===== src/rtl/window_pkg.sv =====
// Shared definitions for the window serializer.
//   WIDTH_DEF / DEPTH_DEF : default sample width and number of window slots
//   state_e               : serializer FSM states
//   idx_t                 : slot index type for the default depth
//   idx_width()           : index width for an arbitrary depth (never zero)
package window_pkg;

    localparam int WIDTH_DEF = 64;
    localparam int DEPTH_DEF = 5;

    typedef enum logic [0:0] {
        ST_IDLE = 1'b0,
        ST_EMIT = 1'b1
    } state_e;

    // A depth of 1 still needs a one-bit index port.
    function automatic int idx_width(input int depth);
        return (depth > 1) ? $clog2(depth) : 1;
    endfunction

    localparam int IDX_W_DEF = idx_width(DEPTH_DEF);

    typedef logic [IDX_W_DEF-1:0] idx_t;

endpackage


===== src/rtl/window_fill_counter.sv =====
// Saturating count of how many window slots hold pushed samples.
// Ports:
//   clk   : clock, rising edge
//   rst   : synchronous active-high reset, clears the count
//   en    : global enable; the count only moves while high
//   inc   : upstream window advanced this cycle
//   count : number of valid slots, 0..DEPTH
module window_fill_counter #(
    parameter int DEPTH = 5,
    parameter int CNT_W = $clog2(DEPTH + 1)
) (
    input  logic             clk,
    input  logic             rst,
    input  logic             en,
    input  logic             inc,
    output logic [CNT_W-1:0] count
);

    logic [CNT_W-1:0] count_q;
    logic [CNT_W-1:0] count_d;

    always_comb begin
        count_d = count_q;
        if (en && inc && (count_q != CNT_W'(DEPTH))) begin
            count_d = count_q + 1'b1;
        end
    end

    always_ff @(posedge clk) begin
        if (rst) begin
            count_q <= '0;
        end else begin
            count_q <= count_d;
        end
    end

    assign count = count_q;

endmodule


===== src/rtl/window_serializer.sv =====
// Snapshots a shift window and emits its filled slots one beat at a time,
// oldest first, over a valid/ready stream.
//
// Ports:
//   clk, rst  : clock and synchronous active-high reset
//   en        : global enable; when low nothing but reset changes state
//   push      : upstream window advanced this cycle (drives the fill count)
//   win       : flattened window, slot k at [k*WIDTH +: WIDTH], slot 0 newest
//   start     : request a burst (taken only while idle)
//   out_data  : emitted signed sample
//   out_idx   : slot index of the current beat
//   out_valid : beat valid
//   out_ready : downstream accepts the beat
//   out_last  : current beat is slot 0, the end of the burst
//   busy      : burst in progress
//
// Build option WINDOW_DEFAULT_EN: every burst is DEPTH beats long and slots
// that were never filled emit DEFAULT_VAL. Without it the burst length is
// the fill count captured at start.
module window_serializer
    import window_pkg::*;
#(
    parameter int                       WIDTH       = WIDTH_DEF,
    parameter int                       DEPTH       = DEPTH_DEF,
    parameter logic signed [WIDTH-1:0]  DEFAULT_VAL = '0
) (
    input  logic                             clk,
    input  logic                             rst,
    input  logic                             en,
    input  logic                             push,
    input  logic [DEPTH*WIDTH-1:0]           win,
    input  logic                             start,
    output logic signed [WIDTH-1:0]          out_data,
    output logic [idx_width(DEPTH)-1:0]      out_idx,
    output logic                             out_valid,
    input  logic                             out_ready,
    output logic                             out_last,
    output logic                             busy
);

    localparam int IDX_W = idx_width(DEPTH);
    localparam int CNT_W = $clog2(DEPTH + 1);

    state_e                   state_q, state_d;
    logic [IDX_W-1:0]         idx_q, idx_d;
    logic signed [WIDTH-1:0]  data_q, data_d;
    logic                     last_q, last_d;
    logic signed [WIDTH-1:0]  snap_q [DEPTH];
    logic signed [WIDTH-1:0]  snap_d [DEPTH];

    logic signed [WIDTH-1:0]  win_slot [DEPTH];
    logic [CNT_W-1:0]         fill_cnt;
    logic [CNT_W-1:0]         burst_len;
    logic [IDX_W-1:0]         first_idx;
    logic [IDX_W-1:0]         nxt_idx;
    logic                     accept;
    logic                     xfer;

    window_fill_counter #(
        .DEPTH (DEPTH),
        .CNT_W (CNT_W)
    ) u_fill (
        .clk   (clk),
        .rst   (rst),
        .en    (en),
        .inc   (push),
        .count (fill_cnt)
    );

    // Unfilled slots are replaced at capture time. Without the default
    // option they lie beyond the burst length and are never emitted.
    for (genvar k = 0; k < DEPTH; k++) begin : g_slot
        assign win_slot[k] = (CNT_W'(k) < fill_cnt) ? win[k*WIDTH +: WIDTH] : DEFAULT_VAL;
    end

`ifdef WINDOW_DEFAULT_EN
    assign burst_len = CNT_W'(DEPTH);
`else
    assign burst_len = fill_cnt;
`endif

    assign first_idx = IDX_W'(burst_len - 1'b1);
    assign out_valid = (state_q == ST_EMIT);
    assign busy      = (state_q == ST_EMIT);
    assign accept    = en && start && (state_q == ST_IDLE) && (burst_len != '0);
    assign xfer      = en && out_valid && out_ready;

    always_comb begin
        state_d = state_q;
        idx_d   = idx_q;
        data_d  = data_q;
        last_d  = last_q;
        snap_d  = snap_q;
        nxt_idx = idx_q - 1'b1;
        case (state_q)
            ST_IDLE: begin
                if (accept) begin
                    snap_d  = win_slot;
                    state_d = ST_EMIT;
                    idx_d   = first_idx;
                    data_d  = win_slot[first_idx];
                    last_d  = (first_idx == '0);
                end
            end
            ST_EMIT: begin
                if (xfer) begin
                    if (idx_q == '0) begin
                        state_d = ST_IDLE;
                        last_d  = 1'b0;
                    end else begin
                        idx_d  = nxt_idx;
                        data_d = snap_q[nxt_idx];
                        last_d = (nxt_idx == '0);
                    end
                end
            end
            default: begin
                state_d = ST_IDLE;
            end
        endcase
    end

    always_ff @(posedge clk) begin
        if (rst) begin
            state_q <= ST_IDLE;
            idx_q   <= '0;
            data_q  <= '0;
            last_q  <= 1'b0;
        end else begin
            state_q <= state_d;
            idx_q   <= idx_d;
            data_q  <= data_d;
            last_q  <= last_d;
        end
    end

    // Snapshot storage is pure datapath; it is only read while emitting.
    always_ff @(posedge clk) begin
        snap_q <= snap_d;
    end

    assign out_data = data_q;
    assign out_idx  = idx_q;
    assign out_last = last_q;

endmodule


===== config.mk =====
export PLATFORM = sky130hd
export DESIGN_NAME = window_serializer
export DESIGN_NICKNAME = d
export VERILOG_FILES = /design/src/rtl/window_pkg.sv /design/src/rtl/window_fill_counter.sv /design/src/rtl/window_serializer.sv
export SDC_FILE = /design/constraint.sdc
export NUM_CORES = 1
export LEC_CHECK = 0
export CORE_ASPECT_RATIO = 1.1
export CORE_MARGIN = 4
export CORE_UTILIZATION = 55
export DETAILED_ROUTE_END_ITERATION = 10
export PLACE_DENSITY = 0.83
export SYNTH_ARGS = -nofsm -noshare
export SYNTH_HDL_FRONTEND = slang
export SYNTH_HIERARCHICAL = 1
export SYNTH_SLANG_ARGS = --single-unit

===== constraint.sdc =====
create_clock -name clk -period 20.4 [get_ports clk]
set_clock_uncertainty 0.2 [all_clocks]
set_input_delay 3.06 -clock clk [delete_from_list [all_inputs] [get_ports clk]]
set_output_delay 3.06 -clock clk [all_outputs]
set_load 0.005 [all_outputs]

### Pin map

Drawn at 2 px/um. Pins as bars across the die edge, other pins in gray.
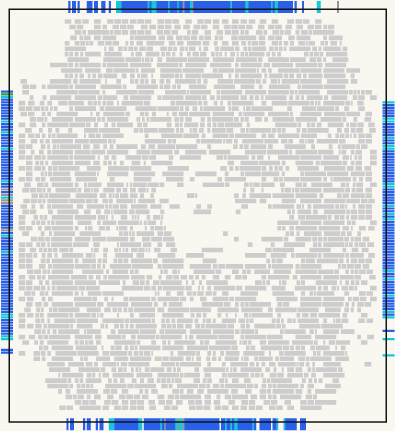
legend:
  green:
    port: busy
    pins: 1
    direction: output
    edge: left
  cyan:
    port: out_data
    pins: 64
    direction: output
    edge: 18 right, 18 top, 16 bottom, 12 left
  blue:
    port: win
    pins: 320
    direction: input
    edge: 92 top, 87 bottom, 76 left, 65 right

### Cell placement

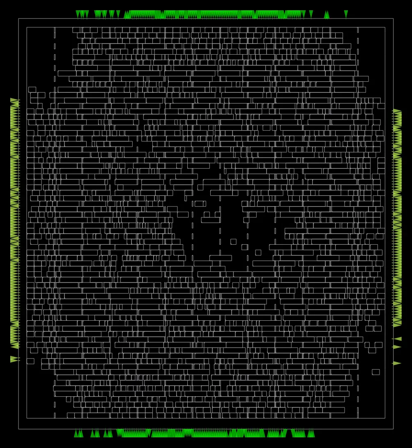
fillers: 2,355
flip-flops: 392
row cnt: 72
num tapcells: 444
flop share of the area: 44.5%

### Sizing map

Drawn at 2 px/um.
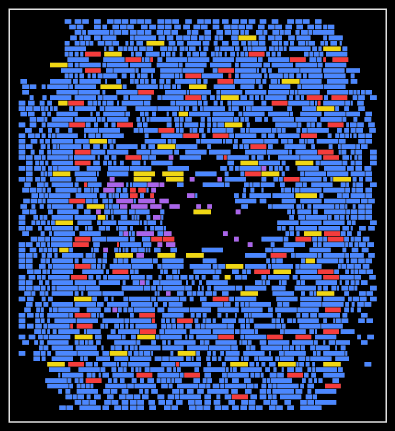
legend:
  red:
    size: _2 cells
    cells: 77
    most_used: mux4_2
  yellow:
    size: _6 and larger
    cells: 49
    most_used: clkbuf_16
  blue:
    size: _0 and _1 cells
    cells: 1,752
    most_used: clkdlybuf4s50_1
  purple:
    size: _3 and _4 cells
    cells: 36
    most_used: buf_4

### Nets reached from selected ports

Drawn at 1.5 px/um.
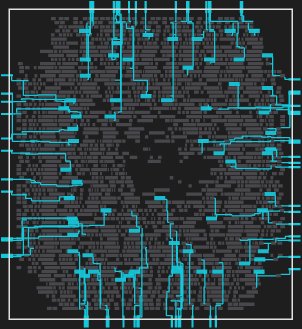
legend:
  cyan:
    port: out_data
    direction: output
    end_cells: 64
    buffers: 64
    wire: 3,080 um

==> run notes <==
run metrics: comb pwr=0.000216 W, Slew @ Worst Pin=1.25 ns, biggest area cells=edfxtp_1, dfxtp_1, mux4_2, and2_1, nor2b_1, Bufs and invs on worst path=3, simple share=16.8%, Vias=15,617, Largest Register=snap_q, R2R cell count=9, Setup CP Type=in -> reg, Clock-cell share=5.04%, Worst Setup EP=snap_q[283]$_DFFE_PP_, area fraction in xor and xnor cells=0.173%, post-CTS setup buffer count=0, leading area contributor after synthesis=edfxtp_1, number of gates resized after CTS=0, setup TNS=0 ns, largest net degree at the start of global routing=148, Post-DRT Antenna Nets=0, CTS sink count=392, cell chain of the critical path=clkdlybuf4s50_1, nand4b_1, inv_8, buf_4, Most common reg cell=edfxtp_1, Hold WS=0.270 ns, switching power=0.000422 W, die width=188 um, initial antenna violation count=14, placed cells=2,289, switch share=23.2%, yosys stat chip area=19,500 um2, internal power=0.00140 W, startpoint types=primary input, CP peak stage delay=1.00 ns, Ys Warns=6, Detailed Route Iter0 Violations=2,138, Seq share, synth=56.6%, MUX area fraction=7.61%, combinational power share=11.9%, Reg-to-Reg End=out_data[0]$_SDFFE_PP0P_, ys async rst share=0%, CTS max path bufs=3, sequential share of power=48.8%, Static Leakage=8.47 nW, status=completed
Power figures rest on the tool's default switching activity, not on a simulated workload.
